===== config.mk =====
export PLATFORM = sky130hd
export DESIGN_NAME = serial_adder_flat
export DESIGN_NICKNAME = d
export VERILOG_FILES = /design/src/rtl/serial_adder_pkg.sv /design/src/rtl/serial_adder_if.sv /design/src/rtl/full_adder.sv /design/src/rtl/serial_adder.sv /design/src/flat_wrapper.sv
export SDC_FILE = /design/constraint.sdc
export NUM_CORES = 1
export LEC_CHECK = 0
export ABC_AREA = 0
export ABC_CLOCK_PERIOD_IN_PS = 1640
export CELL_PAD_IN_SITES_DETAIL_PLACEMENT = 1
export CELL_PAD_IN_SITES_GLOBAL_PLACEMENT = 2
export CORE_ASPECT_RATIO = 0.7
export CORE_UTILIZATION = 35
export CTS_BUF_LIST = sky130_fd_sc_hd__clkbuf_8
export DETAILED_ROUTE_END_ITERATION = 8
export PLACE_DENSITY = 0.89
export SETUP_SLACK_MARGIN = 0.05
export SLEW_MARGIN = 5
export SYNTH_ARGS = -nofsm -noshare
export SYNTH_HDL_FRONTEND = slang
export SYNTH_SLANG_ARGS = --single-unit

===== constraint.sdc =====
create_clock -name clk -period 1.64 [get_ports clk]
set_input_delay 0.328 -clock clk [delete_from_list [all_inputs] [get_ports clk]]
set_output_delay 0.328 -clock clk [all_outputs]
set_load 0.005 [all_outputs]

===== src/rtl/serial_adder_pkg.sv =====
// Shared constants for the bit-serial adder/subtractor: default operand width
// and FSM state encodings.
package serial_adder_pkg;

  localparam int DEFAULT_WIDTH = 8;

  localparam int STATE_W = 2;

  localparam logic [STATE_W-1:0] ST_IDLE = 2'd0;
  localparam logic [STATE_W-1:0] ST_RUN  = 2'd1;
  localparam logic [STATE_W-1:0] ST_DONE = 2'd2;

endpackage


===== src/rtl/serial_adder_if.sv =====
// Request/result bundle of the serial adder. The master drives the operands and
// start; the slave returns busy/done, the result flags and its FSM state.
interface serial_adder_if
  import serial_adder_pkg::*;
#(
  parameter int WIDTH = DEFAULT_WIDTH
);

  // Handshake: start is a request that the slave accepts only on an edge where
  // busy is low; done is a single-cycle pulse. No backpressure on the result.
  logic               start;
  logic [WIDTH-1:0]   a;
  logic [WIDTH-1:0]   b;
  logic               cin;
  logic               sub;
  logic               busy;
  logic               done;
  logic [WIDTH-1:0]   sum;
  logic               cout;
  logic               overflow;
  logic [STATE_W-1:0] dbg_state;

  modport master (
    output start, a, b, cin, sub,
    input  busy, done, sum, cout, overflow, dbg_state
  );

  modport slave (
    input  start, a, b, cin, sub,
    output busy, done, sum, cout, overflow, dbg_state
  );

endinterface


===== src/rtl/full_adder.sv =====
// One-bit full adder; the only arithmetic element of the serial adder datapath.
module full_adder (
  input  logic a,
  input  logic b,
  input  logic cin,
  output logic sum,
  output logic cout
);

  assign sum  = a ^ b ^ cin;
  assign cout = (a & b) | (cin & (a ^ b));

endmodule


===== src/rtl/serial_adder.sv =====
// Bit-serial adder/subtractor: one full-adder slice processes one bit per cycle,
// LSB first, over WIDTH cycles, then presents the result with a one-cycle done.
module serial_adder
  import serial_adder_pkg::*;
#(
  parameter int WIDTH = DEFAULT_WIDTH
) (
  input logic          clk,
  input logic          rst_n,
  serial_adder_if.slave bus
);

  localparam int              CNT_W    = $clog2(WIDTH + 1);
  localparam logic [CNT_W-1:0] LAST_BIT = CNT_W'(WIDTH - 1);

  logic [STATE_W-1:0] state_q, state_d;
  logic [WIDTH-1:0]   opa_q, opa_d;
  logic [WIDTH-1:0]   opb_q, opb_d;
  logic               carry_q, carry_d;
  logic [WIDTH-1:0]   res_q, res_d;
  logic [CNT_W-1:0]   cnt_q, cnt_d;
  logic [WIDTH-1:0]   sum_q, sum_d;
  logic               cout_q, cout_d;
  logic               ovf_q, ovf_d;

  logic               fa_sum;
  logic               fa_cout;

  full_adder u_fa (
    .a    (opa_q[0]),
    .b    (opb_q[0]),
    .cin  (carry_q),
    .sum  (fa_sum),
    .cout (fa_cout)
  );

  always_comb begin
    state_d = state_q;
    opa_d   = opa_q;
    opb_d   = opb_q;
    carry_d = carry_q;
    res_d   = res_q;
    cnt_d   = cnt_q;
    sum_d   = sum_q;
    cout_d  = cout_q;
    ovf_d   = ovf_q;

    case (state_q)
      ST_IDLE: begin
        if (bus.start) begin
          // Subtraction is A + ~B + 1, so invert B and force the carry-in.
          opa_d   = bus.a;
          opb_d   = bus.sub ? ~bus.b : bus.b;
          carry_d = bus.sub ? 1'b1 : bus.cin;
          res_d   = '0;
          cnt_d   = '0;
          state_d = ST_RUN;
        end
      end

      ST_RUN: begin
        res_d   = {fa_sum, res_q[WIDTH-1:1]};
        carry_d = fa_cout;
        opa_d   = opa_q >> 1;
        opb_d   = opb_q >> 1;
        cnt_d   = cnt_q + CNT_W'(1);
        if (cnt_q == LAST_BIT) begin
          // Here carry_q is the carry into the MSB and fa_cout the carry out.
          sum_d   = {fa_sum, res_q[WIDTH-1:1]};
          cout_d  = fa_cout;
          ovf_d   = carry_q ^ fa_cout;
          state_d = ST_DONE;
        end
      end

      ST_DONE: begin
        state_d = ST_IDLE;
      end

      default: begin
        state_d = ST_IDLE;
      end
    endcase
  end

  always_ff @(posedge clk or negedge rst_n) begin
    if (!rst_n) begin
      state_q <= ST_IDLE;
      opa_q   <= '0;
      opb_q   <= '0;
      carry_q <= 1'b0;
      res_q   <= '0;
      cnt_q   <= '0;
      sum_q   <= '0;
      cout_q  <= 1'b0;
      ovf_q   <= 1'b0;
    end else begin
      state_q <= state_d;
      opa_q   <= opa_d;
      opb_q   <= opb_d;
      carry_q <= carry_d;
      res_q   <= res_d;
      cnt_q   <= cnt_d;
      sum_q   <= sum_d;
      cout_q  <= cout_d;
      ovf_q   <= ovf_d;
    end
  end

  assign bus.busy      = (state_q != ST_IDLE);
  assign bus.done      = (state_q == ST_DONE);
  assign bus.sum       = sum_q;
  assign bus.cout      = cout_q;
  assign bus.overflow  = ovf_q;
  assign bus.dbg_state = state_q;

endmodule


===== src/flat_wrapper.sv =====
// flat-port wrapper written by rule: the top's interface ports become plain ports
module serial_adder_flat import serial_adder_pkg::*;
#(
  parameter int WIDTH = DEFAULT_WIDTH
)
  (clk, rst_n, bus_start, bus_a, bus_b, bus_cin, bus_sub, bus_busy, bus_done, bus_sum, bus_cout, bus_overflow, bus_dbg_state);
  serial_adder_if #(.WIDTH(WIDTH)) bus_i ();
  input logic clk;
  input logic rst_n;
  input wire logic [$bits(bus_i.start)-1:0] bus_start;
  input wire logic [$bits(bus_i.a)-1:0] bus_a;
  input wire logic [$bits(bus_i.b)-1:0] bus_b;
  input wire logic [$bits(bus_i.cin)-1:0] bus_cin;
  input wire logic [$bits(bus_i.sub)-1:0] bus_sub;
  output wire logic [$bits(bus_i.busy)-1:0] bus_busy;
  output wire logic [$bits(bus_i.done)-1:0] bus_done;
  output wire logic [$bits(bus_i.sum)-1:0] bus_sum;
  output wire logic [$bits(bus_i.cout)-1:0] bus_cout;
  output wire logic [$bits(bus_i.overflow)-1:0] bus_overflow;
  output wire logic [$bits(bus_i.dbg_state)-1:0] bus_dbg_state;
  assign bus_i.start = bus_start;
  assign bus_i.a = bus_a;
  assign bus_i.b = bus_b;
  assign bus_i.cin = bus_cin;
  assign bus_i.sub = bus_sub;
  assign bus_busy = bus_i.busy;
  assign bus_done = bus_i.done;
  assign bus_sum = bus_i.sum;
  assign bus_cout = bus_i.cout;
  assign bus_overflow = bus_i.overflow;
  assign bus_dbg_state = bus_i.dbg_state;
  serial_adder #(.WIDTH(WIDTH)) u_core (.clk(clk), .rst_n(rst_n), .bus(bus_i));
endmodule

==> qor.csv, run 1 <==
metric,value,unit
Register Area,1000,um^2
final instance area,2610,um^2
worst path required time,1890,ps
Detailed Route WL,4950,um
part of the power in registers,38.4,%
critical-path cell list,buf_4 -> buf_4 -> or3b_4 -> o32ai_2 -> a221o_2,
total global routing overflow,0,
worst slew pin tran,335,ps
"Seq share, synth",52.7,%
fa+ha+maj area frac,1.71,%
drt wl/cell,17.0,um
Max Clk Rate,0.639,GHz
Starting Density,36.3,%
Psw,1.56,mW
YS chip area,1900,um^2
P_leak,1.13,nW
post-route insts no fill,291,
Net Sw Frac,34.9,%
Flops after synth,40,
outcome,"complete, no violations",
met2 wire len,2290,um
Sink Count,40,
[run 1: layout by cell type, fill, tap and decap left out, types with 2 or more instances in the layout]
cell type,n
a22oi_1,9
clkbuf_8,6
dlygate4sd2_1,3
o32ai_2,3
inv_1,6
or2_2,2
nand2_1,6
buf_4,20
nor2b_1,13
nor2_1,2
xnor2_1,7
a21oi_1,11
o32ai_1,3
dfrtp_1,39
mux2_2,10
a221o_2,5
xor2_1,2
o21ai_0,10
a22o_1,9
buf_6,2
clkdlybuf4s50_1,29
nand3_1,3
[run 1: what timing repair did]
| item | CTS | global route |
|---|---|---|
| endpoints found under the setup margin | 5 | 17 |
| buffers inserted | 3 | 2 |
| resized | 10 | 6 |
| pin swaps | 1 | 2 |
| hold endpoints to repair | 11 | 0 |
| hold buffers | 1 | 0 |
[run 1: cell type report]
class	instances	share of cell area [%]
inverters	6	0.865
flip-flops and latches	40	38.5
well taps	72	3.46
clock buffers	6	3.17
repair buffers	58	20.3
clock inverters	2	1.49
multi-input cells	107	32.2
[run 1: per-layer routing]
metal / track usage, % / vias up
met5: 0 / -
met4: 5.04 / 0
met3: 5.43 / 7
met2: 28.3 / 27
met1: 25.7 / 774
li1: - / 703
[run 1: Yosys cell counts (2+ instances only)]
cell / number / area share (%)
nor2b_1: 13 / 4.3
nand3_1: 3 / 0.79
a21oi_1: 11 / 2.9
xnor2_1: 7 / 3.2
mux2_2: 10 / 5.9
a221o_2: 5 / 3.0
dfrtp_1: 40 / 53
nor2_1: 2 / 0.40
clkbuf_1: 3 / 0.59
xor2_1: 2 / 0.92
a22o_1: 9 / 4.2
or2_2: 2 / 0.66
nand2_1: 6 / 1.2
o21ai_0: 11 / 2.9
o32ai_1: 6 / 2.8
nand2b_1: 2 / 0.66
buf_2: 9 / 2.4
a22oi_1: 9 / 3.6
inv_1: 6 / 1.2
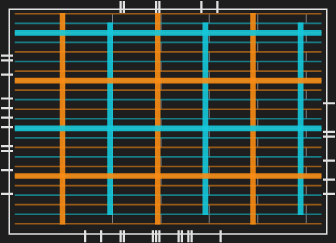
Figure 1: run 1, power grid.
Pins as bars on the die edge. Tap cells in gray.
legend:
  cyan:
    net: VDD
  orange:
    net: VSS
signal pins: 35
met5 straps: 4
die height: 63.6 um
peak supply drop: 0.836 mV

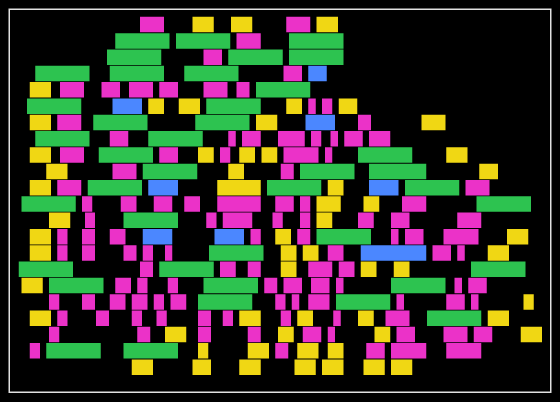
Figure 2: run 1, placed cells, one color a class.
legend:
  magenta:
    class: all other logic
    cells: 113
    share_of_their_area: 34%
  blue:
    class: clock drivers and dummy loads
    cells: 8
    share_of_their_area: 4.8%
  yellow:
    class: other buffers and delay cells
    cells: 58
    share_of_their_area: 21%
  green:
    class: flip-flops
    cells: 40
    share_of_their_area: 40%

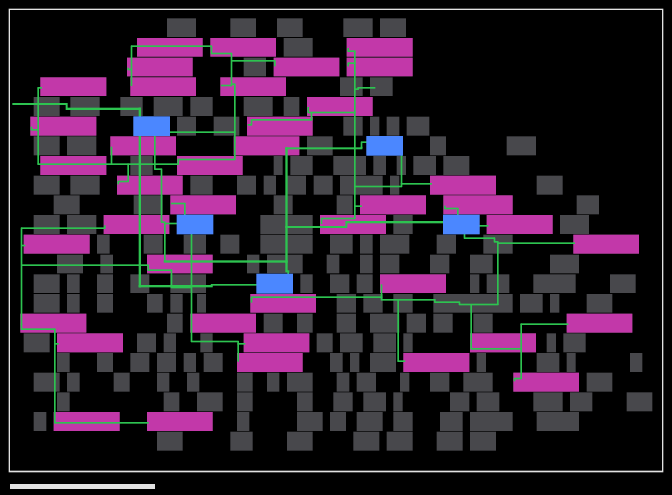
Figure 3: run 1, clock network drawn from the DEF.
Bar = 20 um.
legend:
  green:
    item: clock wires
    length: 551 um
  blue:
    item: cells driving clock nets
    count: 5
  magenta:
    item: flip-flops
    count: 40
routed clock nets: 6
skew final: 7.46 ps
Clock power frac: 19.4%
clk_lat worst skew: 300 ps
Clock Power: 0.867 mW

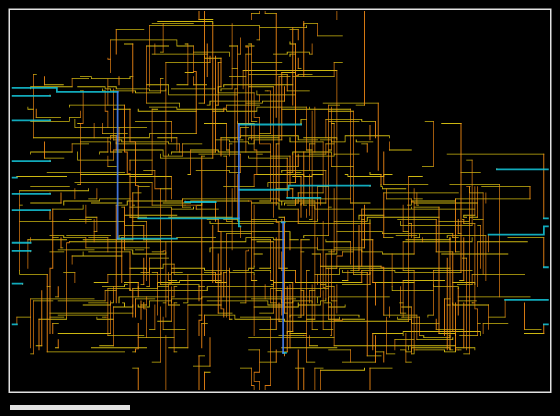
Figure 4: run 1, metal layers overlaid.
Bar = 20 um.
legend:
  orange:
    layer: met2
    wire_length: 2290 um
  blue:
    layer: met4
    wire_length: 61.9 um
  yellow:
    layer: met1
    wire_length: 2440 um
  cyan:
    layer: met3
    wire_length: 159 um

==> run 2, diff against run 1 <==
Settings changed: ABC_CLOCK_PERIOD_IN_PS 1640 to 1600.
Clock period 1.64 ns to 1.6 ns, I/O delays scaled along.
==> run 2 against run 1 <==
- area after synthesis unchanged
- critical path type unchanged
- non-clock buffer count up 5
- core utilization grew 3.6 points
- die area did not move
- global-route usage increased by 1.0 points
- wire length up 8.7%
- clock skew down 4.3 ps
- combinational power grew 26%
- critical path depth rose by 1
- setup slack got worse by 70 ps
- power increased by 12%
- largest power group unchanged
- synthesized cell count is the same
==> qor.csv, run 2 <==
metric,value,unit
Final #Nets,246,
met1 Use GR,26.8,%
clk_lat worst skew,300,ps
Synth top cells by count,"dfrtp_1, nor2b_1, a21oi_1, o21ai_0, mux2_2",
layer with the highest usage,met2,
max incr delay on CP,420,ps
Detailed Route WL,5380,um
Clock power frac,16.8,%
I/O pins,35,
critical-path cell list,buf_12 -> buf_6 -> nand2b_4 -> nor3_4 -> buf_6 -> mux2_4,
most common cell in the netlist,dfrtp_1,
top power consumer group,combinational cells,
worst slew pin tran,422,ps
fa+ha+maj area frac,1.71,%
worst path required time,1790,ps
P_leak,1.23,nW
Flops after synth,40,
Sink Count,40,
leading area contributor after synthesis,dfrtp_1,
total global routing overflow,0,
Max Clk Rate,0.627,GHz
grt met2 use,31.2,%
"Seq share, synth",52.7,%
CTS buffer count,5,
Net Sw Frac,34.6,%
final instance area,2800,um^2
Starting Density,36.3,%
drt wl/cell,18.2,um
Top cells by area,"dfrtp_1, mux2_2, nor2b_1",
outcome,"complete, no violations",
Largest type area fraction,52.7,%
Psw,1.73,mW
post-route insts no fill,296,
most frequent logic cells in the routed design,"dfrtp_1, clkdlybuf4s50_1, buf_4, nor2b_1",
part of the power in registers,35.4,%
run 2: cell count changes in the layout (fill, tap and decap cells not counted), sizes merged:
| cell | delta |
|---|---|
| clkbuf | -1 |
| clkinvlp | +1 |
| dlymetal6s2s | +1 |
| clkdlybuf4s50 | -1 |
| clkdlybuf4s15 | +2 |
| dlygate4sd2 | -2 |
| bufbuf | +2 |
| buf | +3 |
run 2: logic make-up after synthesis:
logic type	Yosys count
xor+xnor	9
mux	11
fa+ha+maj	2
compound gates	54
flops	40
simple gates	31
buf+inv	20
run 2: final cells by class:
| class | count | area (um^2) |
|---|---|---|
| Inverter | 6 | 22.5 |
| Multi-Input combinational cell | 107 | 912 |
| Fill cell | 556 | 2430 |
| Clock buffer | 5 | 68.8 |
| Tap cell | 72 | 90.1 |
| Clock inverter | 3 | 42.5 |
| Sequential cell | 40 | 1000 |
| Timing Repair Buffer | 63 | 658 |
run 2: layer usage:
layer | share of wire (%) | vias to the layer above | wire length [um]
met5 | 0 | - | 0
met4 | 2.0 | 0 | 105
met3 | 3.0 | 10 | 161
met2 | 47 | 26 | 2510
met1 | 48 | 805 | 2610
li1 | - | 716 | -
run 2: what timing repair did:
| item | in CTS | in global routing |
|---|---|---|
| gates cloned | 3 | 0 |
| pin swaps | 1 | 6 |
| setup buffers | 8 | 5 |
| resized | 32 | 12 |
| hold buffers | 1 | 0 |
| endpoints found under the hold margin | 40 | 0 |
| setup endpoints to repair | 37 | 32 |
run 2: critical path, delay by kind of cell, from the launching register on:
kind	cells	cell delay, ps
mux	1	310
flops	1	420
buf+inv	3	440
simple gates	2	330
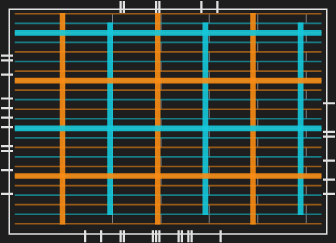
Figure 5: run 2, power grid.
Pins as bars on the die edge. Tap cells in gray.
legend:
  orange:
    net: VSS
  cyan:
    net: VDD
tap cells: 72
met1 rails: 23
rows: 22
core area: 5230 um^2
peak supply drop: 0.724 mV

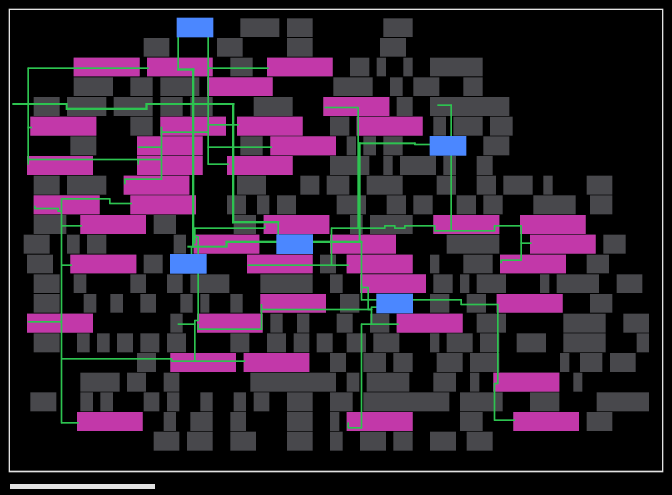
Figure 6: run 2, clock network drawn from the DEF.
Bar = 20 um.
legend:
  magenta:
    item: flip-flops
    count: 40
  blue:
    item: cells driving clock nets
    count: 5
  green:
    item: clock wires
    length: 575 um
routed clock nets: 6

Power is estimated from default activity; no workload was simulated.
